## src/rtl/rgb_pwm.sv

```systemverilog
// rtl/rgb_pwm.sv - double-buffered multi-channel PWM LED driver with breathe mode
`timescale 1ns/1ps
module rgb_pwm #(
  parameter int CHANNELS   = 3,
  parameter int WIDTH      = 8,
  parameter int PRESCALE   = 16,
  parameter int ACTIVE_LOW = 1
) (
  input  logic                clk,
  input  logic                reset,
  input  logic                wr_en,
  input  logic [3:0]          wr_addr,
  input  logic [WIDTH-1:0]    wr_data,
  output logic [CHANNELS-1:0] pwm_out,
  output logic                period_tick
);

  // Prescaler width; a PRESCALE of 1 still gets a 1-bit counter that stays at 0.
  localparam int               PW       = (PRESCALE > 1) ? $clog2(PRESCALE) : 1;
  localparam logic [PW-1:0]    PRE_LAST = PW'(PRESCALE - 1);
  localparam logic [WIDTH-1:0] CNT_MAX  = '1;
  localparam logic             OFF      = (ACTIVE_LOW != 0);

  logic [PW-1:0]       pre;
  logic [WIDTH-1:0]    cnt;
  logic                tick;
  logic                boundary;
  logic [CHANNELS-1:0] mode;
  logic [CHANNELS-1:0] enable;
  logic [CHANNELS-1:0] on;

  assign tick     = (pre == PRE_LAST);
  assign boundary = tick && (cnt == CNT_MAX);

  // Prescaler and PWM counter; cnt advances once per tick and wraps naturally.
  always_ff @(posedge clk or posedge reset) begin
    if (reset) begin
      pre <= '0;
      cnt <= '0;
    end else if (tick) begin
      pre <= '0;
      cnt <= cnt + 1'b1;
    end else begin
      pre <= pre + 1'b1;
    end
  end

  // Global mode and enable registers; they act on the very next edge.
  always_ff @(posedge clk or posedge reset) begin
    if (reset) begin
      mode   <= '0;
      enable <= '0;
    end else if (wr_en) begin
      if (wr_addr == 4'd8) mode   <= wr_data[CHANNELS-1:0];
      if (wr_addr == 4'd9) enable <= wr_data[CHANNELS-1:0];
    end
  end

  for (genvar i = 0; i < CHANNELS; i++) begin : g_ch
    logic [WIDTH-1:0] shadow;
    logic [WIDTH-1:0] active;
    logic [WIDTH-1:0] level;
    logic             dir;       // 0 = ramping up, 1 = ramping down
    logic [WIDTH-1:0] level_nx;
    logic             dir_nx;
    logic [WIDTH:0]   sum;
    logic [WIDTH:0]   diff;

    // One extra bit catches overflow of the ramp up and borrow of the ramp down.
    assign sum  = {1'b0, level} + {1'b0, shadow};
    assign diff = {1'b0, level} - {1'b0, shadow};

    // Next fade level: saturate at either end and reverse direction there.
    always_comb begin
      level_nx = level;
      dir_nx   = dir;
      if (!dir) begin
        if (sum >= {1'b0, CNT_MAX}) begin
          level_nx = CNT_MAX;
          dir_nx   = 1'b1;
        end else begin
          level_nx = sum[WIDTH-1:0];
        end
      end else begin
        if (diff[WIDTH] || (diff == '0)) begin
          level_nx = '0;
          dir_nx   = 1'b0;
        end else begin
          level_nx = diff[WIDTH-1:0];
        end
      end
    end

    // Shadow takes writes at any time; active only changes at the period
    // boundary, so a write landing on the boundary is seen one period later.
    always_ff @(posedge clk or posedge reset) begin
      if (reset) begin
        shadow <= '0;
        active <= '0;
        level  <= '0;
        dir    <= 1'b0;
      end else begin
        if (wr_en && (wr_addr == 4'(i))) shadow <= wr_data;
        if (boundary) begin
          if (mode[i]) begin
            active <= level_nx;
            level  <= level_nx;
            dir    <= dir_nx;
          end else begin
            active <= shadow;
            level  <= '0;
            dir    <= 1'b0;
          end
        end
      end
    end

    assign on[i] = enable[i] && (cnt < active);
  end

  // Output stage: registered, polarity-adjusted PWM and period pulse.
  always_ff @(posedge clk or posedge reset) begin
    if (reset) begin
      pwm_out     <= {CHANNELS{OFF}};
      period_tick <= 1'b0;
    end else begin
      pwm_out     <= on ^ {CHANNELS{OFF}};
      period_tick <= boundary;
    end
  end

endmodule

```

## config.mk

```make
export PLATFORM = sky130hd
export DESIGN_NAME = rgb_pwm
export DESIGN_NICKNAME = d
export VERILOG_FILES = /design/src/rtl/rgb_pwm.sv
export SDC_FILE = /design/constraint.sdc
export NUM_CORES = 1
export LEC_CHECK = 0
export ABC_AREA = 1
export CAP_MARGIN = 20
export CORE_ASPECT_RATIO = 1.75
export CORE_UTILIZATION = 50
export DETAILED_ROUTE_END_ITERATION = 16
export GPL_TIMING_DRIVEN = 0
export HOLD_SLACK_MARGIN = 0.05
export PLACE_DENSITY = 0.75
export SKIP_LAST_GASP = 1
export SYNTH_ARGS = -nofsm -noshare
export SYNTH_HDL_FRONTEND = slang
export SYNTH_SLANG_ARGS = --single-unit
```

## constraint.sdc

```tcl
create_clock -name clk -period 4.05 [get_ports clk]
set_input_delay 0.81 -clock clk [delete_from_list [all_inputs] [get_ports clk]]
set_output_delay 0.81 -clock clk [all_outputs]
set_load 0.005 [all_outputs]
```

**Selected gate families**

The bar under the picture is 20 um long.
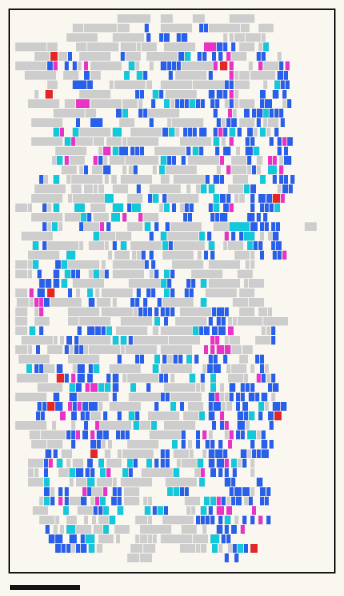
legend:
  magenta:
    family: NOR gates
    cells: 73
    most_used: nor2_1
    where: all over the die
  red:
    family: AND and OR gates
    cells: 10
    where: all over the die
  cyan:
    family: inverting AOI/OAI gates
    cells: 128
    most_used: o21ai_0
  blue:
    family: NAND gates
    cells: 440
    most_used: nand2_1
    where: all over the die

==> summary.txt <==
impl run done, here's what came out: CP Class reg -> reg, Mean Syn Cell Area 7.078 um2, largest net degree at the start of global routing 54, area of the mapped netlist between 7000 and 8000 um2, min Tclk post-route 2.533 ns, Yosys top cell by area dfrtp_1, Log Warnings 50, Mapped Cells 1,028, clk latency late pin 0.35 ns, met2 Use GR 51.14%, Critical Path RT 4.27 ns, quantity of hold-fixing buffers added after cts 0, Yosys Chip Area 7276 um2, Hold Vio Cnt, Final 0, CTS Buf Count 9, ys async rst share 100.0%, status finished, final reports clean, Root Driver clkbuf_16, Layout Skew 0.009992 ns, wl on met1 6999 um, Seq/Total Area, Yosys 33.41%, Max-cap violations 0, most common logic cells in the final layout 325 x nand2_1, 140 x inv_1, 94 x dfrtp_1, arrival time at the worst endpoint 2.76 ns, Sink Count slightly below 100, unrepaired setup endpoints after global routing no, Power, Total about 2700 uW, Worst Hold Class reg -> reg, First DRT Iteration DRCs 419, highest clock rate 394.7 MHz, core area approximately 14,000 um2, Worst Tran Pin Value 0.7517 ns, endpoints failing setup 0, Post-synth EDFFs 0, Min-Delay Endpoint pwm_out[0], first-pass GRT wire length 31,770 um, setup_tns 0 ns, Fillers 1,325, worst min-delay path startpoint enable[0], total track usage 27.56%, worst vdd ir around 0.23 mV, FF-to-FF End g_ch[2].active[7], DRT Pass-1 Iters 7, CP Capture Point g_ch[2].active[7], register area 2431 um2, Seq power 1110 uW, initial antenna violation count 0, Logic pwr share 29.1%, switching part of the total 36.39%, Placed Cells 1,227, Fin Hold WS roughly 0.44 ns, post-CTS resize count 0, met1 Track Usage GR 27.82%, worst reg2reg setup slack 1.52 ns, leakage approximately 0.0044 uW, ys cells 1,028, Synth area leaders dfrtp_1 32%, nand2_1 17%, ha_1 12%, Syn-to-layout area delta 9.923%, gr ovfl total 0, largest power group registers, Max FO, Critical Path 8, Netlist cell types 41, total setup buffers inserted after CTS 0, Power Combinational 796 uW, Final #Nets approximately 1,200, Pins Over Slew Limit 0, vias per cell 5.334, met3 wire len roughly 550 um, hold path depth 1, net switching power 995.3 uW, IO Pins 19, P_int 1740 uW, WL/cell about 16 um, Area leader share about a third, Die ar. 15,060 um2, met3 capacity usage during global routing 3.531%, GP Congestion around 0.95
**Routed metal per tile**

The die is cut into 19 by 32 equal tiles; black is low, pale yellow is high, scaled to the fullest tile. Values are wire area over tile area, all layers added.
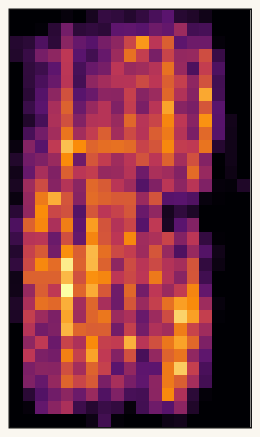
fullest tile: 0.61
emptiest ninth of the die: right middle
tiles over half the peak: 29%
mean over tiles: 0.21
nearly empty tiles: 20%

critical path, cell delays in order (launching register included):
cell     delay (ns)
dfrtp_1        0.44
ha_1           0.27
fa_1           0.44
nand3_1        0.11
nand2_1        0.08
nand3_1        0.10
nor2_1         0.05
nor2_1         0.41
nand3_1        0.13
nand3_1        0.11
nand2_1        0.11
nand2_1        0.07
o21ai_0        0.08
cell usage after synthesis (3+ instances only):
cell type  count
o21ai_1        3
buf_2         12
dfrtp_1       94
nand3_1       81
nor3_1         4
xnor2_1        3
o21bai_1       3
a211oi_1       3
nor2_1        63
nand4_1       28
buf_4          4
and2_1         4
o311ai_0       3
dfstp_2        3
ha_1          71
fa_1           6
o21ai_0       60
nor2_2         3
clkbuf_1      17
a21oi_1       50
or2_2          4
xor2_1        22
inv_1        141
nand2_1      325
flip-flops by register name, summed over array words and instances, names as in the netlist:
register	count
cnt	8
enable	3
g_ch.active	24
g_ch.dir	3
g_ch.level	24
g_ch.shadow	24
mode	3
period_tick	1
pre	4
pwm_out	3
per-stage QoR:
stage | util [%] | worst slack [ns] | cell area, um2
finish | 55.94 | 1.517 | 7998
global route | 55.94 | 1.308 | 7998
CTS | 55.94 | 1.528 | 7998
detailed placement | 53.94 | 1.546 | 7711
global placement | 53.73 | -0.6945 | 7681
floorplan | - | 0.7112 | 7276
logic make-up after synthesis:
group	Yosys count	synth area share (%)
xor gates and xnor gates	25	3.009
buffers and inverters	176	9.596
AOI/OAI and AO/OA	130	9.682
and+or+nand+nor	523	30.44
DFF	97	33.41
adders and majority gates	77	13.86
area by class of cell:
cell class              instances  share of cell area, %
clock buffers                  10                  2.988
well taps                     180                  2.816
repair buffers                 19                  2.597
multi-input cells             755                  51.85
clock inverters                 6                 0.5945
inverters                     142                  6.696
flip-flops and latches         97                  30.40
plain buffers                  34                  2.065
Power and IR drop assume default switching activity.
